## config.mk

```make
export PLATFORM = sky130hd
export DESIGN_NAME = gost89_mac_verify
export DESIGN_NICKNAME = d
export VERILOG_FILES = /design/src/rtl/gost89_mac_verify.sv
export SDC_FILE = /design/constraint.sdc
export NUM_CORES = 1
export LEC_CHECK = 0
export ABC_AREA = 1
export CORE_AREA = 2 2 351 353
export CTS_BUF_LIST = sky130_fd_sc_hd__clkbuf_8
export CTS_CLUSTER_DIAMETER = 120
export DETAILED_ROUTE_END_ITERATION = 16
export DIE_AREA = 0 0 353 355
export HOLD_SLACK_MARGIN = 0.1
export PLACE_DENSITY = 0.4
export RECOVER_POWER = 25
export SYNTH_ARGS = -nofsm -noshare
export SYNTH_HDL_FRONTEND = slang
export SYNTH_SLANG_ARGS = --single-unit
export TNS_END_PERCENT = 10
```

## constraint.sdc

```tcl
create_clock -name clk -period 4.98 [get_ports clk]
set_input_delay 0.996 -clock clk [delete_from_list [all_inputs] [get_ports clk]]
set_output_delay 0.996 -clock clk [all_outputs]
set_load 0.03 [all_outputs]
```

## src/rtl/gost89_mac_verify.sv

```systemverilog
// gost89_mac_verify: GOST 28147-89 MAC (imitovstavka) chain with received-tag compare.
// One Feistel round per clock, 16 rounds per 64-bit block, no final swap.
module gost89_mac_verify #(
    parameter int TAG_BITS = 32
) (
    input  logic                clk,
    input  logic                reset,
    input  logic                start,
    input  logic                load_data,
    input  logic                last,
    input  logic [511:0]        sbox,
    input  logic [255:0]        key,
    input  logic [63:0]         in,
    input  logic [TAG_BITS-1:0] tag_in,
    output logic                busy,
    output logic                done,
    output logic                mac_ok,
    output logic [TAG_BITS-1:0] mac_out
);
    typedef enum logic [1:0] {IDLE, ROUND, FINISH} state_t;

    state_t                state, state_nx;
    logic [63:0]           s, s_nx;
    logic [31:0]           n1, n2, rk, sum, sub, f;
    logic [3:0]            cnt;
    logic                  last_q, accept, clear, final_round;
    logic [TAG_BITS-1:0]   tag_q, tag_nx;
    logic [31:0]           kw [8];
    logic [3:0]            tbl [8][16];

    for (genvar k = 0; k < 8; k++) begin : g_tbl
        assign kw[k] = key[255-32*k -: 32];
        for (genvar v = 0; v < 16; v++) begin : g_ent
            assign tbl[k][v] = sbox[511-64*k-4*v -: 4];
        end
        assign sub[4*k +: 4] = tbl[k][sum[4*k +: 4]];
    end

    assign rk          = kw[cnt[2:0]];
    assign sum         = n1 + rk;
    assign f           = {sub[20:0], sub[31:21]};
    assign s_nx        = {n2 ^ f, n1};
    assign tag_nx      = s_nx[63 -: TAG_BITS];
    assign busy        = state == ROUND;
    assign done        = state == FINISH;
    assign accept      = !busy && load_data;
    assign clear       = !busy && start;
    assign final_round = busy && cnt == 4'd15;

    always_ff @(posedge clk) begin
        if (reset)
            state <= IDLE;
        else
            state <= state_nx;
    end

    always_comb begin
        state_nx = IDLE;
        state_nx = accept ? ROUND :
                   !busy  ? IDLE  :
                   !final_round ? ROUND :
                   last_q ? FINISH : IDLE;
    end

    // The compare result is registered on the last round so it is valid while done is high.
    always_ff @(posedge clk) begin
        if (reset) begin
            s       <= '0;
            n1      <= '0;
            n2      <= '0;
            cnt     <= '0;
            last_q  <= 1'b0;
            tag_q   <= '0;
            mac_ok  <= 1'b0;
            mac_out <= '0;
        end else if (busy) begin
            n1  <= n2 ^ f;
            n2  <= n1;
            cnt <= cnt + 4'd1;
            if (final_round) begin
                s <= s_nx;
                if (last_q) begin
                    mac_out <= tag_nx;
                    mac_ok  <= tag_nx == tag_q;
                end
            end
        end else begin
            if (clear)
                s <= '0;
            if (clear || accept) begin
                mac_ok  <= 1'b0;
                mac_out <= '0;
            end
            if (accept) begin
                {n1, n2} <= (clear ? 64'd0 : s) ^ in;
                last_q   <= last;
                tag_q    <= tag_in;
                cnt      <= '0;
            end
        end
    end
endmodule

```

The metal 1 layer:
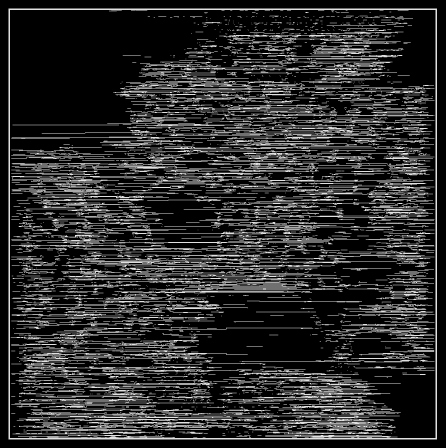
share of all routed wire = 44%
longest straight run = 111 µm

Metal 2:
Bar = 100 µm. Cells faint in the background.
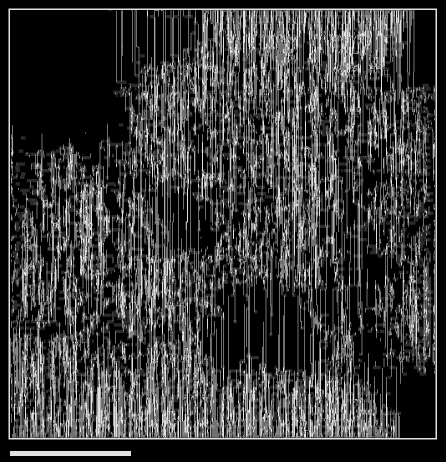
longest straight run = 138 µm
wire length on this layer = 71.0 mm
WL final: 143 mm
met2 capacity usage during global routing: 39.2%

M3 wires:
Bar = 100 µm.
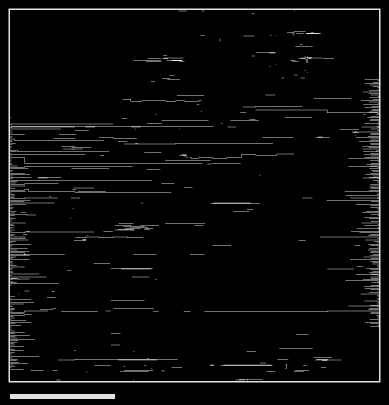
longest straight run = 194 µm
nets with wire on the layer = 493
share of all routed wire = 5.1%
wire length on this layer = 7340 µm
number of vias in the routed layout: 29900
met3 routing resource usage after global routing: 3.86%

==> metrics.yaml <==
dieHeight_um: 355
pre_cts_slack_ns: -1.38
yosys_most_used_dff: "dfxtp_1"
synth.lib_cells_used.distinct: 41
finalNonFillerCells: 6869
holdCritPathClass: "reg -> reg"
worstHoldPathCells: 2
cts-hold-fix-buffers: 0
chip_area_um2: 125000
power_frac_clock_pct: 9.2
seq_power_share_pct: 15.0
highest-signal-layer: "met5"
wl_met1_mm: 63.4
numCtsBuffers: 17
synth-warning-count: 0
reg2regPathDepth: 33
clock-skew-final_ns: 0.0347
endpoint: "mac_ok"
synthesis.instances: 4051
vdd.ir_drop.worst_mv: 0.193
timing.setup.critical_path_class: "in -> reg"
log.warning_count: 26
cts_max_path_buffers: 2
setup_viol_count_final: 0
timing.critical_path.buf_inv: 7
cp.arrival_ns: 5.26
synth_async_sr_flop_share_pct: 0
grt_first_pass_wirelength_mm: 202
io_pins: 904
cap_viol_max_count: 2
power_switching_share_pct: 49.5
synth-compound-area-share_pct: 16.7
post-place-cells: 6786
worst_path_largest_cell_delay_ns: 0.47
area_growth_syn_to_layout_pct: 76.0
worstMarginPinSlew_ns: 2.88
detail_route.iter0.violations: 1791
postCtsSetupBuffers: 11
crit_path_max_fanout: 7
worst_setup_path_end_kind: "flop"
yosys_simple_share_pct: 44.2
power_leader: "combinational cells"
worst_setup_hold_path_clk_slew_ns: 0.12
drt_pre_antenna_iters: 6
comb_power_mw: 9.89
clk_root_buffer_cell: "clkbuf_8"
clk_ins_delay_skew_pair_ns: 0.59
critical_r2r_capture: "mac_ok"
grt_overflow: 0
wl_met2_mm: 71.0
final.fill_count: 13800
ys_ff: 200
hold_end: "tag_q[19]"
layout.area.seq_um2: 4010
clock-sinks: 200
share_of_cells_above_drive_strength_1_pct: 14.8
floorplan.nets: 4953
gr-usage-met1_pct: 27.6
std_cell_rows: 128
syn_avg_cell_area_um2: 5.21
worstSetupStartpoint: "key[0]"
place_congestion: 0.921
edf_count: 0
ys_sh_xor_pct: 1.97
hold_violations: 0
synthesis.area_um2: 21100
p_clk_mw: 1.19
switchingPower_mw: 6.46
regToRegSetupSlack_ns: 0.31
finalClockPeriodUsage_pct: 95.7
violations: "max-capacitance violations, max-slew violations"
critPathMostFrequentCell: "nand2_1"
numPortBuffers: 903
grt_max_degree: 67
setup-tns-final_ns: 0
worst_path_dominant_cell_family: "simple AND/OR/NAND/NOR gates"
cp_startpoint_kind: "primary input"
fin_max_slew_vios: 85
die_x_um: 353
cts_tree: "built"
h-tree-depth: 4
worstHoldStart: "tag_q[19]"
final_net_count: 6122
drc_errors: 0
power-per-cell-area_nw_per_um2: 351
placed_cell_area_um2: 34900
core-area_um2: 121000
muxShareOfSynthArea_pct: 0
post_cts_resized: 104
path_depth: 33
slowest_stage: "clkdlybuf4s50_1"
grt_pass1_vias: 29100
fmax_mhz: 210
fp_util_pct: 17.4
ant_nets: 0
yosys_instances: 4051
grt_antenna_before_repair: 27
combGateArea_um2: 14900
synth-adder-area-share_pct: 1.99
place.detailed.hpwl_mm: 116
power_frac_comb_pct: 75.8
final.setup.worst_slack_ns: 0.215
timing.rr.start: "cnt[1]"
maxSlewHeadroom_pct: -92.2
run_status: "finished with violations"
cellLeakagePower_nw: 18.0
vias_per_cell: 4.35
synthTopLogicFamily: "simple AND/OR/NAND/NOR gates"
post-route-cell-area_um2: 37200
layout_min_cycle_time_ns: 4.76
cp.required_ns: 5.48
ys_area_um2: 21100
final.hold.worst_slack_ns: 0.480
met3RoutedLength_mm: 7.34
ys_seq_share_pct: 19.0
total_power_mw: 13.0
power.internal_mw: 6.58
pwr.group.sequential_mw: 1.96
M4 wires:
Cells faint in the background.
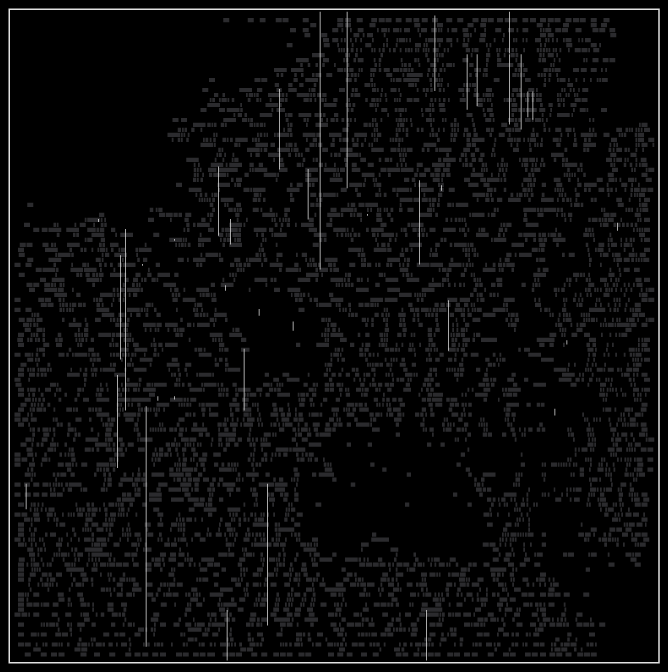
nets with wire on the layer = 32
wire length on this layer = 1200 µm

Routing congestion map:
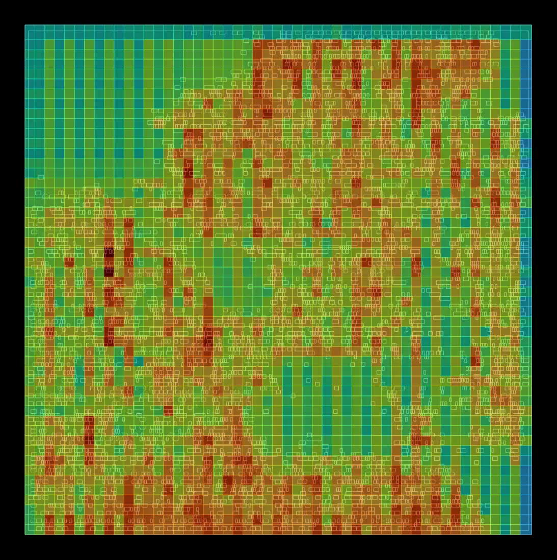
Layout Utilization: 30.6%
busiest grt layer: met2
overall track demand over capacity in global routing: 21.7%
Avg WL per Cell: 20.8 µm

==> cells in the mapped netlist, drive strengths merged, types with 11 or more instances <==
cell type / n / share of area [%]
or2: 32 / 0.95
clkbuf: 132 / 2.4
nand3b: 11 / 0.39
xor2: 11 / 0.56
nand2: 1363 / 24
o21bai: 37 / 1.3
inv: 686 / 12
a21oi: 104 / 2.5
o211ai: 51 / 1.8
o21ai: 327 / 7.8
nor2: 338 / 6.0
o22ai: 33 / 0.98
nand3: 499 / 12
ha: 32 / 1.9
a31oi: 62 / 1.8
dfxtp: 200 / 19
xnor2: 34 / 1.4
buf: 60 / 1.5
==> cell type report <==
type                       count  area share, %
antenna                       11         0.0741
clock buffer                  18          0.667
clock inverter                14          0.431
inverter                     688           7.02
multi-input combinational   2971           40.0
sequential                   200           10.8
tap                         1625           5.47
timing repair buffer        1342           35.6
==> cell usage in the layout (no fill, tap or decap), types with 10 or more instances in the layout <==
cell type           n
or2_2              32
nor2_2             20
nand2_2            93
nor2_1            310
nand2_4            15
o22ai_1            32
o21bai_1           37
diode_2            11
o21ai_0           289
a31oi_2            19
inv_1             674
a21oi_1            88
nand3b_1           11
ha_1               26
o211ai_1           51
dfxtp_1           198
buf_4             363
o21ai_1            34
nand3_1           443
a31oi_1            38
buf_12             42
nand4_1            10
clkdlybuf4s50_1   900
clkbuf_8           18
buf_6              13
nand2_1          1254
nand3_2            50
xnor2_1            33
a21oi_2            13
==> sequential cells by signal, indices dropped and copies added, names as in the netlist <==
signal	flops
mac_ok	1
last_q	1
cnt	4
tag_q	32
n2	32
s	64
mac_out	32
n1	32
state	2
Power is estimated from default activity; no workload was simulated.
